**config.mk**
```make
export PLATFORM = sky130hd
export DESIGN_NAME = maj_vote_filter
export DESIGN_NICKNAME = d
export VERILOG_FILES = /design/src/rtl/maj_vote_filter.sv
export SDC_FILE = /design/constraint.sdc
export NUM_CORES = 1
export LEC_CHECK = 0
export CORE_MARGIN = 2
export CORE_UTILIZATION = 25
export DETAILED_ROUTE_END_ITERATION = 6
export PLACE_DENSITY_LB_ADDON = 0.08
export SLEW_MARGIN = 20
export SYNTH_ARGS = -nofsm -noshare
export SYNTH_HDL_FRONTEND = slang
export SYNTH_SLANG_ARGS = --single-unit
export TNS_END_PERCENT = 50
```
**constraint.sdc**
```tcl
create_clock -name clk -period 3.05 [get_ports clk]
set_clock_uncertainty 0.05 [all_clocks]
set_input_delay 0.61 -clock clk [delete_from_list [all_inputs] [get_ports clk]]
set_output_delay 0.61 -clock clk [all_outputs]
set_load 0.1 [all_outputs]
```
**src/rtl/maj_vote_filter.sv**
```systemverilog
// maj_vote_filter: registered NUM_IN-way majority vote with a debounced output.
// Stage 1 captures the raw sample; stage 2 registers the vote, unanimity, the
// dissent count and the debounced vote_out/flip in the same edge.
// Optional feature macro: MAJ_VOTE_FILTER_ERRCNT_EN adds err_clr / err_cnt,
// a saturating count of non-unanimous results.
module maj_vote_filter #(
    parameter int unsigned NUM_IN   = 5,
    parameter int unsigned TIE_VAL  = 0,
    parameter int unsigned DEBOUNCE = 3,
    parameter int unsigned CW       = $clog2(NUM_IN + 1)
) (
    input  logic              clk,
    input  logic              rst_n,
    input  logic              in_valid,
    input  logic [NUM_IN-1:0] in_bits,
    output logic              vote_valid,
    output logic              vote_raw,
    output logic              unanimous,
    output logic [CW-1:0]     dissent,
    output logic              vote_out,
    output logic              flip
`ifdef MAJ_VOTE_FILTER_ERRCNT_EN
    ,
    input  logic              err_clr,
    output logic [15:0]       err_cnt
`endif
);

    localparam int unsigned PW    = CW + 1;
    localparam int unsigned CNT_W = 8;

    typedef enum logic [0:0] {
        ST_STABLE  = 1'b0,
        ST_PENDING = 1'b1
    } state_t;

    // Stage 1 registers
    logic              r_s1_valid;
    logic [NUM_IN-1:0] r_s1_bits;

    // Stage 2 / result registers
    logic              r_vote_valid;
    logic              r_vote_raw;
    logic              r_unanimous;
    logic [CW-1:0]     r_dissent;
    logic              r_vote_out;
    logic              r_flip;
    logic [CNT_W-1:0]  r_cnt;
    state_t            r_state;

    // Combinational vote of the stage-1 sample
    logic [CW-1:0]     w_pc;
    logic [PW-1:0]     w_pc2;
    logic              w_vote;
    logic              w_unan;
    logic [CW-1:0]     w_dissent;

    // Debounce next-state
    state_t            w_state_nxt;
    logic [CNT_W-1:0]  w_cnt_nxt;
    logic              w_vote_out_nxt;
    logic              w_flip_nxt;

    // Stage 1: capture the raw sample
    always_ff @(posedge clk) begin
        if (!rst_n) begin
            r_s1_valid <= 1'b0;
            r_s1_bits  <= '0;
        end else begin
            r_s1_valid <= in_valid;
            r_s1_bits  <= in_bits;
        end
    end

    // Popcount and vote rule on the stage-1 sample
    always_comb begin
        w_pc = '0;
        for (int i = 0; i < int'(NUM_IN); i++) begin
            w_pc = w_pc + CW'(r_s1_bits[i]);
        end
        w_pc2 = {w_pc, 1'b0};
        if (w_pc2 > PW'(NUM_IN)) begin
            w_vote = 1'b1;
        end else if (w_pc2 < PW'(NUM_IN)) begin
            w_vote = 1'b0;
        end else begin
            w_vote = (TIE_VAL != 0);
        end
        w_dissent = w_vote ? (CW'(NUM_IN) - w_pc) : w_pc;
        w_unan    = (w_pc == '0) || (w_pc == CW'(NUM_IN));
    end

    // Stage 2: result registers, held when no sample arrives
    always_ff @(posedge clk) begin
        if (!rst_n) begin
            r_vote_valid <= 1'b0;
            r_vote_raw   <= 1'b0;
            r_unanimous  <= 1'b0;
            r_dissent    <= '0;
        end else begin
            r_vote_valid <= r_s1_valid;
            if (r_s1_valid) begin
                r_vote_raw  <= w_vote;
                r_unanimous <= w_unan;
                r_dissent   <= w_dissent;
            end
        end
    end

    // Debounce state register (shares the stage-2 edge)
    always_ff @(posedge clk) begin
        if (!rst_n) begin
            r_state    <= ST_STABLE;
            r_cnt      <= '0;
            r_vote_out <= 1'b0;
            r_flip     <= 1'b0;
        end else begin
            r_state    <= w_state_nxt;
            r_cnt      <= w_cnt_nxt;
            r_vote_out <= w_vote_out_nxt;
            r_flip     <= w_flip_nxt;
        end
    end

    // Debounce next-state: only valid samples advance or clear the run
    always_comb begin
        w_state_nxt    = r_state;
        w_cnt_nxt      = r_cnt;
        w_vote_out_nxt = r_vote_out;
        w_flip_nxt     = 1'b0;
        if (r_s1_valid) begin
            case (r_state)
                ST_STABLE: begin
                    if (w_vote != r_vote_out) begin
                        if (DEBOUNCE == 1) begin
                            w_vote_out_nxt = ~r_vote_out;
                            w_flip_nxt     = 1'b1;
                            w_cnt_nxt      = '0;
                        end else begin
                            w_cnt_nxt   = CNT_W'(1);
                            w_state_nxt = ST_PENDING;
                        end
                    end
                end
                ST_PENDING: begin
                    if (w_vote != r_vote_out) begin
                        if ((r_cnt + CNT_W'(1)) == CNT_W'(DEBOUNCE)) begin
                            w_vote_out_nxt = ~r_vote_out;
                            w_flip_nxt     = 1'b1;
                            w_cnt_nxt      = '0;
                            w_state_nxt    = ST_STABLE;
                        end else begin
                            w_cnt_nxt = r_cnt + CNT_W'(1);
                        end
                    end else begin
                        w_cnt_nxt   = '0;
                        w_state_nxt = ST_STABLE;
                    end
                end
                default: begin
                    w_cnt_nxt   = '0;
                    w_state_nxt = ST_STABLE;
                end
            endcase
        end
    end

`ifdef MAJ_VOTE_FILTER_ERRCNT_EN
    logic [15:0] r_err_cnt;

    // Saturating count of non-unanimous results; clear wins over increment
    always_ff @(posedge clk) begin
        if (!rst_n) begin
            r_err_cnt <= '0;
        end else if (err_clr) begin
            r_err_cnt <= '0;
        end else if (r_s1_valid && !w_unan && (r_err_cnt != 16'hFFFF)) begin
            r_err_cnt <= r_err_cnt + 16'd1;
        end
    end

    assign err_cnt = r_err_cnt;
`endif

    assign vote_valid = r_vote_valid;
    assign vote_raw   = r_vote_raw;
    assign unanimous  = r_unanimous;
    assign dissent    = r_dissent;
    assign vote_out   = r_vote_out;
    assign flip       = r_flip;

endmodule

```
==> run_1/route_heat.png <==
14 x 14 tiles, from black (low) to pale yellow (high), scaled to the fullest tile. Values are wire area over tile area, all layers added.
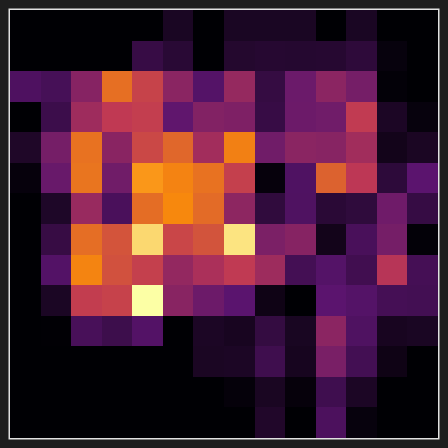
- densest ninth of the die: middle
- tiles over half the peak: 16%
- fullest tile: 0.35

==> run_1/placed.png <==
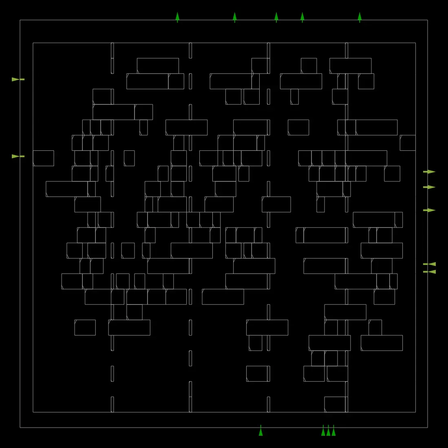
Well-Tap Cells: 52
area of the core region: 4410 µm²
Post-Layout Cell Count: 196
FILL cells: 477
register fraction of the total cell area: 0.334

==> run_1/class_map.png <==
Bar = 20 µm. Fill, decap, tap and diode cells in gray.
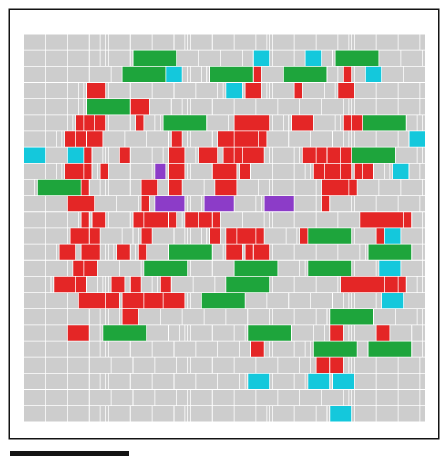
- remaining logic cells: red (cells 101; share of their area 51%)
- registers: green (cells 23; share of their area 35%)
- remaining buffers and delay cells: cyan (cells 16; share of their area 10%)
- clock drivers and dummy loads: purple (cells 4; share of their area 3.5%)

==> summary.txt, run 1 <==
Results of the full flow below.

Outcome:
- The run finished with clean final reports.

Critical path:
- The report shows a maximum critical-path fanout of 6.
- The run gives the top cell family by delay on the critical path as adder cells.
- The run gives the highest-delay cell along the critical path as sky130_fd_sc_hd__fa_1.
- The critical path ends at r_cnt[4]$_SDFFE_PN0P_.
- The run puts the critical path data arrival time at a little under 3 ns.
- The report lists the cells along the critical path as fa_1, inv_1, fa_1, inv_1, ha_1, nor2b_1, o2111a_1, or2_4, a21o_2, o211a_1.
- The run gives the destination of the worst register-to-register timing path as r_cnt[4]$_SDFFE_PN0P_.
- The run puts the total buffers and inverters traversed by the critical path at 2.
- Tracing the worst setup path back leads to its startpoint at r_s1_bits[0]$_SDFF_PN0_.
- The run gives the highest cell delay on the worst timing path as between 0.5 and 0.6 ns.
- For the worst reg-to-reg path, the startpoint reported by OpenROAD is r_s1_bits[0]$_SDFF_PN0_.
- STA classifies the critical path endpoint as a flip-flop.

Finish:
- The run gives the final-layout clock buffer total as 3.
- The run gives the total number of sequential cells as 23.
- The top cell type in the final layout, fill and taps aside, is sky130_fd_sc_hd__dfxtp_1.
- In the final layout, the share of cells above drive strength 1 is 0.160.
- The run gives the cell group occupying the most layout area as multi-input combinational cells.
- The run puts the area overhead of the layout relative to synthesis at 19.2%.
- The run gives the area of all placed cells without fillers as between 1000 and 1500 µm².
- Per the layout area report, the register area comes to 460 µm².
- The most common logic cells in the final layout are sky130_fd_sc_hd__dfxtp_1, sky130_fd_sc_hd__inv_1, sky130_fd_sc_hd__nor2_1, sky130_fd_sc_hd__buf_4.
- In the final layout, the multi-input gates occupy 633 µm².

Clock network:
- The run gives the number of buffers added for setup after CTS as 0.
- The run puts the number of buffers added by the clock tree synthesis step at 3.
- The run puts the number of H-tree branching levels at 1.
- The cell sitting at the root of the clock tree is a sky130_fd_sc_hd__clkbuf_8.
- The run gives the number of cells upsized or downsized after cts as 0.
- The run puts the count of clock tree sinks at 23.

Placement:
- The run puts the number of placed cells counting well taps at 192.
- In the placement report, post-DP HPWL is listed as 1950 µm.
- The run puts the number of port buffers at 15.
- The run puts the post-placement worst setup slack at 0.0759 ns.

Routing:
- The run gives the via count normalized by instance count as 5.02.
- The run gives the number of remaining DRC errors as 0.
- The run puts the number of iterations in the first detailed-routing pass at 4.
- The run gives the mean routed wirelength per cell as 13.4 µm.

Final timing:
- The run gives the maximum clock frequency as 0.353 GHz.
- The run puts the number of max-slew violations in the final report at 0.
- The run gives the number of endpoints failing setup at the final stage as 0.
- The run gives the tightest hold margin as around 0.42 ns.
- The run gives the clock period minus worst slack as roughly 2.8 ns.

GRT:
- The run gives the most crowded layer after global routing as met2.
- The first global-routing pass estimated 4500 µm of wire.
- The run gives the overflow left after global routing as 0.

Floorplanning:
- The run puts the overall die area at 5190 µm².
- The run puts the number of placed I/O pins at 16.
- The floorplan step set the die width to 72.0 µm.
- The run puts the initial standard-cell utilization of the core at 0.262.
- The run puts the standard-cell row count at 24.

Synth:
- For this run, the register share of the synthesized area comes to 0.398.
- For this run, the number of Yosys warnings is 0.
- The run puts the yosys stat cell total at ~130.
- The most used flip-flop cell after synthesis is sky130_fd_sc_hd__dfxtp_1.
- The run puts the fraction of registers with async set or reset after synthesis at 0.
- A synthesized cell averages 8.83 µm².
- The run gives the synthesis-stage register bit count as 23.
- The cell-mix breakdown from Yosys lists the adder-cell area share as 0.0670.
- The run gives the post-synthesis share of cell area spent on and, or, nand and nor gates as 0.219.
- The run gives the cell area after technology mapping as approximately 1200 µm².
- The run gives the instance count of the mapped netlist as 131.
- Per the synthesis report, the AND-OR/OR-AND share of the synthesized area is 0.225.
- The run gives the mux share of post-synthesis cell area as 0.00865.

Run:
- The tool warning count for the run is 28.
- The run puts the total of max-cap violations at 0.

Power:
- The flow reported a cell area power density of between 400 and 500 nW/µm².
- The run gives the largest voltage drop on the vdd net as 0.198 mV.
- The run gives the post-layout total power as 0.619 mW.
- The run puts the net switching power of the design at 0.180 mW.
- The run gives the top power consumer group as registers.

Worst hold path:
- The endpoint of the worst hold path is reported as dissent[2]$_SDFFE_PN0P_.
==> run 2: changes to the inputs <==
SLEW_MARGIN = 15   (was 20)
==> run_2/m1.png <==
Supply wires on this layer in gray.
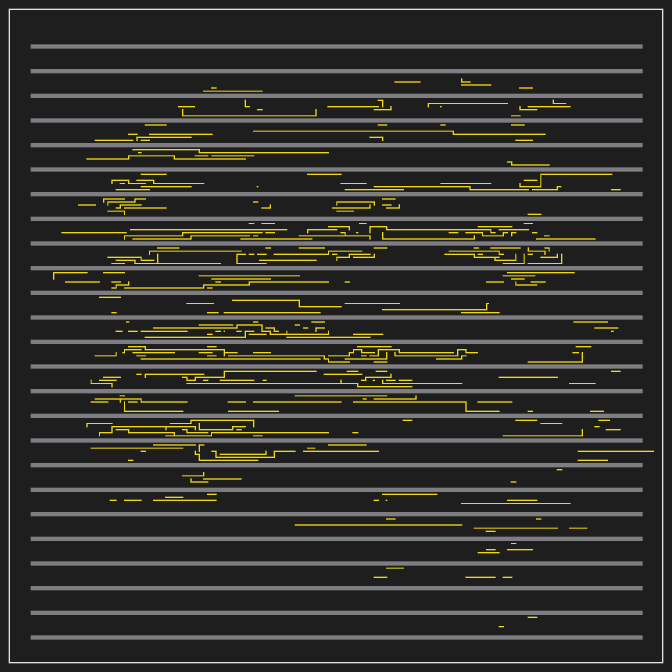
- wire length on this layer: 1240 µm
- longest straight run: 22.1 µm

==> run 2 against run 1 <==
Net effect: global-route usage unchanged; critical path type unchanged; non-clock buffer count is the same; critical endpoint unchanged; via count stayed put; first-iteration DRC count unchanged; combinational power about the same; sequential share of layout area unchanged; hold slack stayed put; fmax is the same.
==> summary.txt, run 2 <==
Results of the full flow below.

Power:
- Cell internal power was estimated by the tool at 0.439 mW.
- The sequential power reported by the tool is 0.320 mW.
- The run puts the total power divided by cell area at 448 nW/µm² (unchanged).
- The run puts the combinational power share at 0.172.
- The run gives the post-layout total power as 0.619 mW (unchanged).
- The run puts the largest voltage drop on the vdd net at 0.198 mV (unchanged).
- The share of total power dissipated in sequential elements is 0.517.
- The dominant power group in this design is registers.
- The run gives the net switching power of the design as 0.180 mW (unchanged).
- Power attributed to the clock group is approximately 0.19 mW.

Critical path:
- The endpoint identified for the worst register-to-register timing path is r_cnt[4]$_SDFFE_PN0P_.
- The run gives the top cell family by delay on the critical path as adder cells.
- The run puts the highest cell delay on the worst timing path at 0.53 ns (about the same).
- The highest net fanout along the worst path was 6 (unchanged).
- The critical path data arrival time was 2.94 ns (about the same).
- The total buffers and inverters traversed by the critical path came to 2 (unchanged).
- For the worst setup path, the data required time is 3.16 ns.
- The worst register-to-register path begins at r_s1_bits[0]$_SDFF_PN0_.
- The capture point of the critical path was reported as r_cnt[4]$_SDFFE_PN0P_.
- The run gives the startpoint of the worst setup timing path as r_s1_bits[0]$_SDFF_PN0_.
- The run puts the register-to-register setup slack at 0.22 ns.
- The cell sequence reported for the critical path is fa_1, inv_1, fa_1, inv_1, ha_1, nor2b_1, o2111a_1, or2_4, a21o_2, o211a_1.
- The worst setup path is captured at a flip-flop.
- The run gives the highest-delay cell along the critical path as sky130_fd_sc_hd__fa_1.

Finish:
- The run puts the final-layout clock buffer total at 3 (unchanged).
- The fraction of layout instances using a drive strength above 1 is 0.160 (unchanged).
- The run gives the cell group occupying the most layout area as multi-input combinational cells.
- The run puts the area of all placed cells without fillers at 1380 µm² (unchanged).
- The run puts the share of final layout cell area taken by non-clock buffers at 0.0997.
- The run puts the count of placed standard cells in the final layout, fillers left out at 196 (unchanged).
- The combined flip-flop and latch cell area came to 460 µm² (unchanged).
- The run gives the number of diodes as 0.
- The register with the most flip-flops in the layout has 8 of them.
- The run puts the area of the multi-input gates at 633 µm² (unchanged).
- More flip-flops sit in one register than any other, and that register is r_cnt.
- The run puts the portion of the layout cell area used by clock cells at 0.0335.
- The sequential portion of the cell area came to 0.334 (unchanged).
- The finished layout reports a core utilization of 0.313.
- The run puts the final layout net count at 158.
- The run gives the most frequent logic cell in the layout as sky130_fd_sc_hd__dfxtp_1.
- The run gives the count of non-CTS inverters in the layout as 10.
- The run puts the number of filler cells placed in the layout at 477 (unchanged).
- Leaving out fill and tap cells, the most frequent cells in the layout are sky130_fd_sc_hd__dfxtp_1, sky130_fd_sc_hd__inv_1, sky130_fd_sc_hd__nor2_1, sky130_fd_sc_hd__buf_4.
- The area overhead of the layout relative to synthesis came to 19.2% (unchanged).
- The total number of sequential cells was 23 (unchanged).

Final timing:
- The run gives the final count of hold timing violations as 0.
- The run gives the clock period minus worst slack as 2.83 ns (unchanged).
- The run gives the maximum clock frequency as 0.353 GHz (unchanged).
- The run puts the number of max-slew violations in the final report at 0 (unchanged).
- The run puts the tightest hold margin at 0.420 ns (unchanged).
- The run puts the worst max-slew margin expressed relative to the limit at 0.668.
- For the pin with the worst max-slew slack, the measured transition is 0.497 ns.
- Setup repair after global routing could not meet its margin everywhere.
- The run puts the number of endpoints failing setup at the final stage at 0 (unchanged).

Run:
- The OpenROAD warning count came to 28 (unchanged).
- The run gives the total of max-cap violations as 0 (unchanged).

Synth:
- The run gives the synthesis-stage register bit count as 23 (unchanged).
- The run gives the total cell area reported by yosys after synthesis as 1160 µm².
- The mux share of post-synthesis cell area is 0.00865 (unchanged).
- The run puts the average size of a mapped cell at 8.83 µm² (unchanged).
- The biggest area contributor in the post-synthesis netlist is sky130_fd_sc_hd__dfxtp_1.
- The synthesis run shows the most used standard cells to be sky130_fd_sc_hd__dfxtp_1, sky130_fd_sc_hd__inv_1, sky130_fd_sc_hd__nor2_1.
- The area fraction of the largest cell type after synthesis is 0.398.
- Looking at the cell usage after synthesis, the top flip-flop cell is sky130_fd_sc_hd__dfxtp_1.
- The run puts the cell area after technology mapping at 1160 µm² (unchanged).
- The run gives the instance count of the mapped netlist as 131 (unchanged).
- The post-synthesis share of cell area spent on and, or, nand and nor gates came to 0.219 (unchanged).
- The run puts the AND-OR/OR-AND share of the synthesized area at 0.225 (unchanged).
- The run gives the total of warnings raised by yosys as 0 (unchanged).
- The part of the Yosys area used for sequential elements was 0.398 (unchanged).
- By instance count, the leading cell after synthesis is sky130_fd_sc_hd__dfxtp_1.
- The adder-cell share of the synthesized area was 0.0670 (unchanged).
- The run puts the fraction of registers with async set or reset after synthesis at 0 (unchanged).
- The yosys stat cell total came to 131 (unchanged).

Floorplanning:
- The run gives the overall die area as 5190 µm² (unchanged).
- The run gives the inserted tap cell count as 52 (unchanged).
- The run gives the number of placed I/O pins as 16 (unchanged).
- The core footprint came to 4410 µm² (unchanged).
- The horizontal die dimension is 72.0 µm (unchanged).
- The run gives the initial standard-cell utilization of the core as 0.262 (unchanged).
- The run puts the standard-cell row count at 24 (unchanged).

Placement:
- The run puts the post-placement worst setup slack at 0.0759 ns (unchanged).
- The run gives the number of port buffers as 15 (unchanged).
- The run gives the placed wire-length estimate after detailed placement as 1950 µm (unchanged).
- The run puts the number of placed cells counting well taps at 192 (unchanged).

Clock network:
- The number of buffers added for setup after CTS is 0 (unchanged).
- The run gives the number of buffers added by the clock tree synthesis step as 3 (unchanged).
- The run puts the maximum clock insertion buffer count at 2.
- The run gives the root buffer selected by CTS as sky130_fd_sc_hd__clkbuf_8.
- The run gives the number of cells upsized or downsized after cts as 0 (unchanged).
- The run puts the count of clock tree sinks at 23 (unchanged).
- The run gives the clock latency of the later-clocked register in the worst-skew pair as 0.26 ns.
- The run gives the number of H-tree branching levels as 1 (unchanged).

Routing:
- The run gives the met3 routed wirelength as slightly above 70 µm.
- The via count normalized by instance count is 5.02 (unchanged).
- The routed layout has 983 vias.
- The run gives the number of iterations in the first detailed-routing pass as 4 (unchanged).
- The run gives the number of remaining DRC errors as 0 (unchanged).
- The run gives the mean routed wirelength per cell as 13.4 µm (unchanged).

GRT:
- In the global route stage, met3 resource usage came out at 0.0292.
- Entering global routing, the biggest net connects 15 pins.
- The global-route wire length before repair came to 4500 µm (unchanged).
- The run puts the overflow left after global routing at 0 (unchanged).
- The run puts the number of global-route vias before repair at 948.
- Looking at the global route congestion table, the highest-usage layer is met2.
- The run puts the total routing resource utilization after global routing at 0.110.

Worst hold path:
- The run gives the worst min-delay path class as reg -> reg.
- The worst hold path terminates at dissent[2]$_SDFFE_PN0P_.

Outcome:
- The flow ran to the end, and the final reports show no timing, DRC or antenna violations.
==> run 3: changes to the inputs <==
clock period = 2.48 ns   (was 3.05 ns; I/O delays follow)
==> run_3/m1.png <==
Supply wires on this layer in gray.
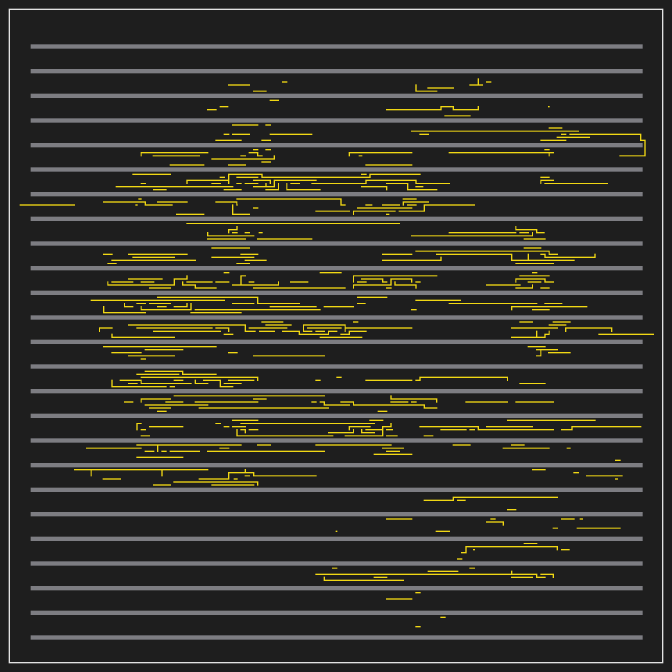
- nets with wire on the layer: 150
- longest straight run: 24.4 µm
- share of all routed wire: 46%
- wire length on this layer: 1320 µm
- main direction: horizontal

==> run 3 against run 2 <==
Net effect: the run now ends with setup timing left; hold slack better by 0.0018 ns; largest power group unchanged; final area up 9.3%; synthesized cell count unchanged; largest cell class unchanged.
==> summary.txt, run 3 <==
Results of the full flow below.

Outcome:
- The run finished, with violations left.
- The final reports fail on setup timing.

Critical path:
- Per STA, the worst path accumulates the most delay in the family adder cells.
- The data required time at the worst endpoint is 2.60 ns (-0.56 ns).
- The run puts the total buffers and inverters traversed by the critical path at 3 (+1).
- The cell sequence reported for the critical path is fa_1, inv_2, fa_2, inv_2, ha_4, nor2b_4, o2111a_2, nor2_4, buf_6, o21ai_1, o211a_1.
- The run gives the length in cells of the worst reg-to-reg path as 11.
- Per STA, the startpoint of the critical path is r_s1_bits[0]$_SDFF_PN0_.
- The run puts the critical path data arrival time at 2.79 ns (-0.15 ns).
- STA lists the startpoint of the worst register-to-register path as r_s1_bits[0]$_SDFF_PN0_.
- The run gives the highest net fanout along the worst path as 7 (+1).
- The run gives the highest-delay cell along the critical path as sky130_fd_sc_hd__fa_1.
- The run puts the highest cell delay on the worst timing path at 0.54 ns (about the same).
- The critical path ends at r_cnt[4]$_SDFFE_PN0P_.
- The register-to-register setup slack came to -0.19 ns (-0.41 ns).
- The worst setup path is captured at a flip-flop.
- The run gives the destination of the worst register-to-register timing path as r_cnt[4]$_SDFFE_PN0P_.

Power:
- The run puts the reported sequential group power at 0.391 mW (+22%).
- The run puts the total power divided by cell area at 530 nW/µm² (+18%).
- The post-layout total power was 0.800 mW (+29%).
- The run puts the internal power contribution at 0.561 mW (+28%).
- The run puts the power consumed by the clock network at 0.243 mW (+27%).
- The run gives the top power consumer group as registers.
- The largest voltage drop on the vdd net is 0.187 mV (-5.5%).
- The run gives the share of total power in sequential cells as 0.489 (-0.028).
- The run gives the combinational power share as 0.208 (+0.036).

Synth:
- The adder-cell share of the synthesized area is 0.0670 (unchanged).
- The run puts the fraction of registers with async set or reset after synthesis at 0 (unchanged).
- In this run, synthesis inferred 0 flip-flops with an integrated enable.
- The run puts the total of warnings raised by yosys at 0 (unchanged).
- Post-synth the commonest register cell is sky130_fd_sc_hd__dfxtp_1.
- The run gives the most common cell in the synthesized netlist as sky130_fd_sc_hd__dfxtp_1.
- The run gives the instance count of the mapped netlist as 131 (unchanged).
- The average size of a mapped cell was 8.83 µm² (unchanged).
- The part of the Yosys area used for sequential elements was 0.398 (unchanged).
- For reference, the top cells by count after synthesis are sky130_fd_sc_hd__dfxtp_1, sky130_fd_sc_hd__inv_1, sky130_fd_sc_hd__nor2_1.
- The run puts the cell area after technology mapping at 1160 µm² (unchanged).
- Summed over all instances, the cell type with the most area after synthesis is sky130_fd_sc_hd__dfxtp_1.
- The run puts the mux share of post-synthesis cell area at 0.00865 (unchanged).
- The run puts the yosys stat cell total at 131 (unchanged).
- The run gives the total cell area reported by yosys after synthesis as 1160 µm² (unchanged).

Finish:
- The run puts the number of diodes at 0 (unchanged).
- The run puts the portion of the layout cell area used by clock cells at 0.0307 (-0.00287).
- The run puts the combined flip-flop and latch cell area at 463 µm² (+0.54%).
- The largest register by flop count is r_cnt.
- The run puts the post-route core utilization at 0.342 (+0.0292).
- The final-layout clock buffer total came to 3 (unchanged).
- The run puts the area of the multi-input gates at 688 µm² (+8.7%).
- Ranking logic cells in the layout by count gives the top entries sky130_fd_sc_hd__dfxtp_1, sky130_fd_sc_hd__buf_4, sky130_fd_sc_hd__inv_1, sky130_fd_sc_hd__nor2_1.
- The run gives the total number of sequential cells as 23 (unchanged).
- The fraction of layout instances using a drive strength above 1 came to 0.301 (+0.141).
- The library cell used most frequently in the layout, excluding fill and tap cells, is sky130_fd_sc_hd__dfxtp_1.
- The share of final layout cell area taken by non-clock buffers was 0.138 (+0.0387).
- The count of non-CTS inverters in the layout came to 10 (unchanged).
- The run gives the cell group occupying the most layout area as multi-input combinational cells.
- The run puts the count of placed standard cells in the final layout, fillers left out at 205 (+4.6%).
- The run puts the flip-flop count of the largest register, all copies and words added at 8 (unchanged).
- The final layout net count was 167 (+5.7%).
- The run puts the sequential portion of the cell area at 0.307 (-0.0268).
- The number of filler cells placed in the layout was 453 (-5.0%).

Clock network:
- The run puts the clock latency of the later-clocked register in the worst-skew pair at 0.27 ns (about the same).
- The run gives the number of buffers added by the clock tree synthesis step as 3 (unchanged).
- In the CTS report, the clock slew at the register clock pins of the worst setup and hold paths is listed as 0.09 ns.
- The number of buffers added for setup after CTS was 1 (+1).
- The number of H-tree branching levels was 1 (unchanged).
- The run gives the root buffer selected by CTS as sky130_fd_sc_hd__clkbuf_8.
- The maximum clock insertion buffer count was 2 (unchanged).
- The number of cells upsized or downsized after cts is 9 (+9).
- The run puts the count of clock tree sinks at 23 (unchanged).

Placement:
- The run gives the placed wire-length estimate after detailed placement as 2000 µm (+2.3%).
- The run puts the number of port buffers at 15 (unchanged).
- The run gives the number of placed cells counting well taps as 200 (+4.2%).
- The run puts the post-placement worst setup slack at -0.277 ns (-0.353 ns).

Final timing:
- The tightest hold margin came to 0.422 ns (+0.00183 ns).
- The run puts the number of endpoints failing setup at the final stage at 9 (+9).
- The run puts the number of max-slew violations in the final report at 0 (unchanged).
- The run gives the final count of hold timing violations as 0 (unchanged).
- The worst max-slew margin expressed relative to the limit was 0.730 (+0.0622).
- The run puts the minimum setup slack in the final design at -0.188 ns.
- The run gives the maximum clock frequency as 0.375 GHz (+6.2%).
- The run gives the transition time at the pin with the least slew margin as 0.404 ns (-0.0930 ns).

Floorplanning:
- The horizontal die dimension is 72.0 µm (unchanged).
- The run puts the inserted tap cell count at 52 (unchanged).
- The run puts the initial standard-cell utilization of the core at 0.262 (unchanged).
- The run puts the core footprint at 4410 µm² (unchanged).
- The number of placed I/O pins is 16 (unchanged).
- The run gives the standard-cell row count as 24 (unchanged).

GRT:
- The run puts the global-route track usage on met3 at 0.0375 (+0.00833).
- The global router reports that the layer with the highest usage is met2.
- The run gives the overflow left after global routing as 0 (unchanged).
- The run gives the global-route wire length before repair as 4720 µm (+4.9%).
- The number of global-route vias before repair came to 1004 (+5.9%).

Routing:
- In the detailed route, the total length drawn on met2 is 1420 µm.
- The run gives the met3 routed wirelength as 111 µm (+54%).
- The run gives the number of remaining DRC errors as 0 (unchanged).
- The run puts the detailed-route via count at 1017 (+3.5%).
- The number of iterations in the first detailed-routing pass came to 4 (unchanged).
- The run puts the mean routed wirelength per cell at 14.0 µm (+4.6%).

Run:
- The OpenROAD warning count is 30 (+7.1%).

Worst hold path:
- The run gives the worst min-delay path class as reg -> reg.
- The endpoint of the worst hold path is reported as dissent[2]$_SDFFE_PN0P_.
Power and IR drop assume default switching activity.
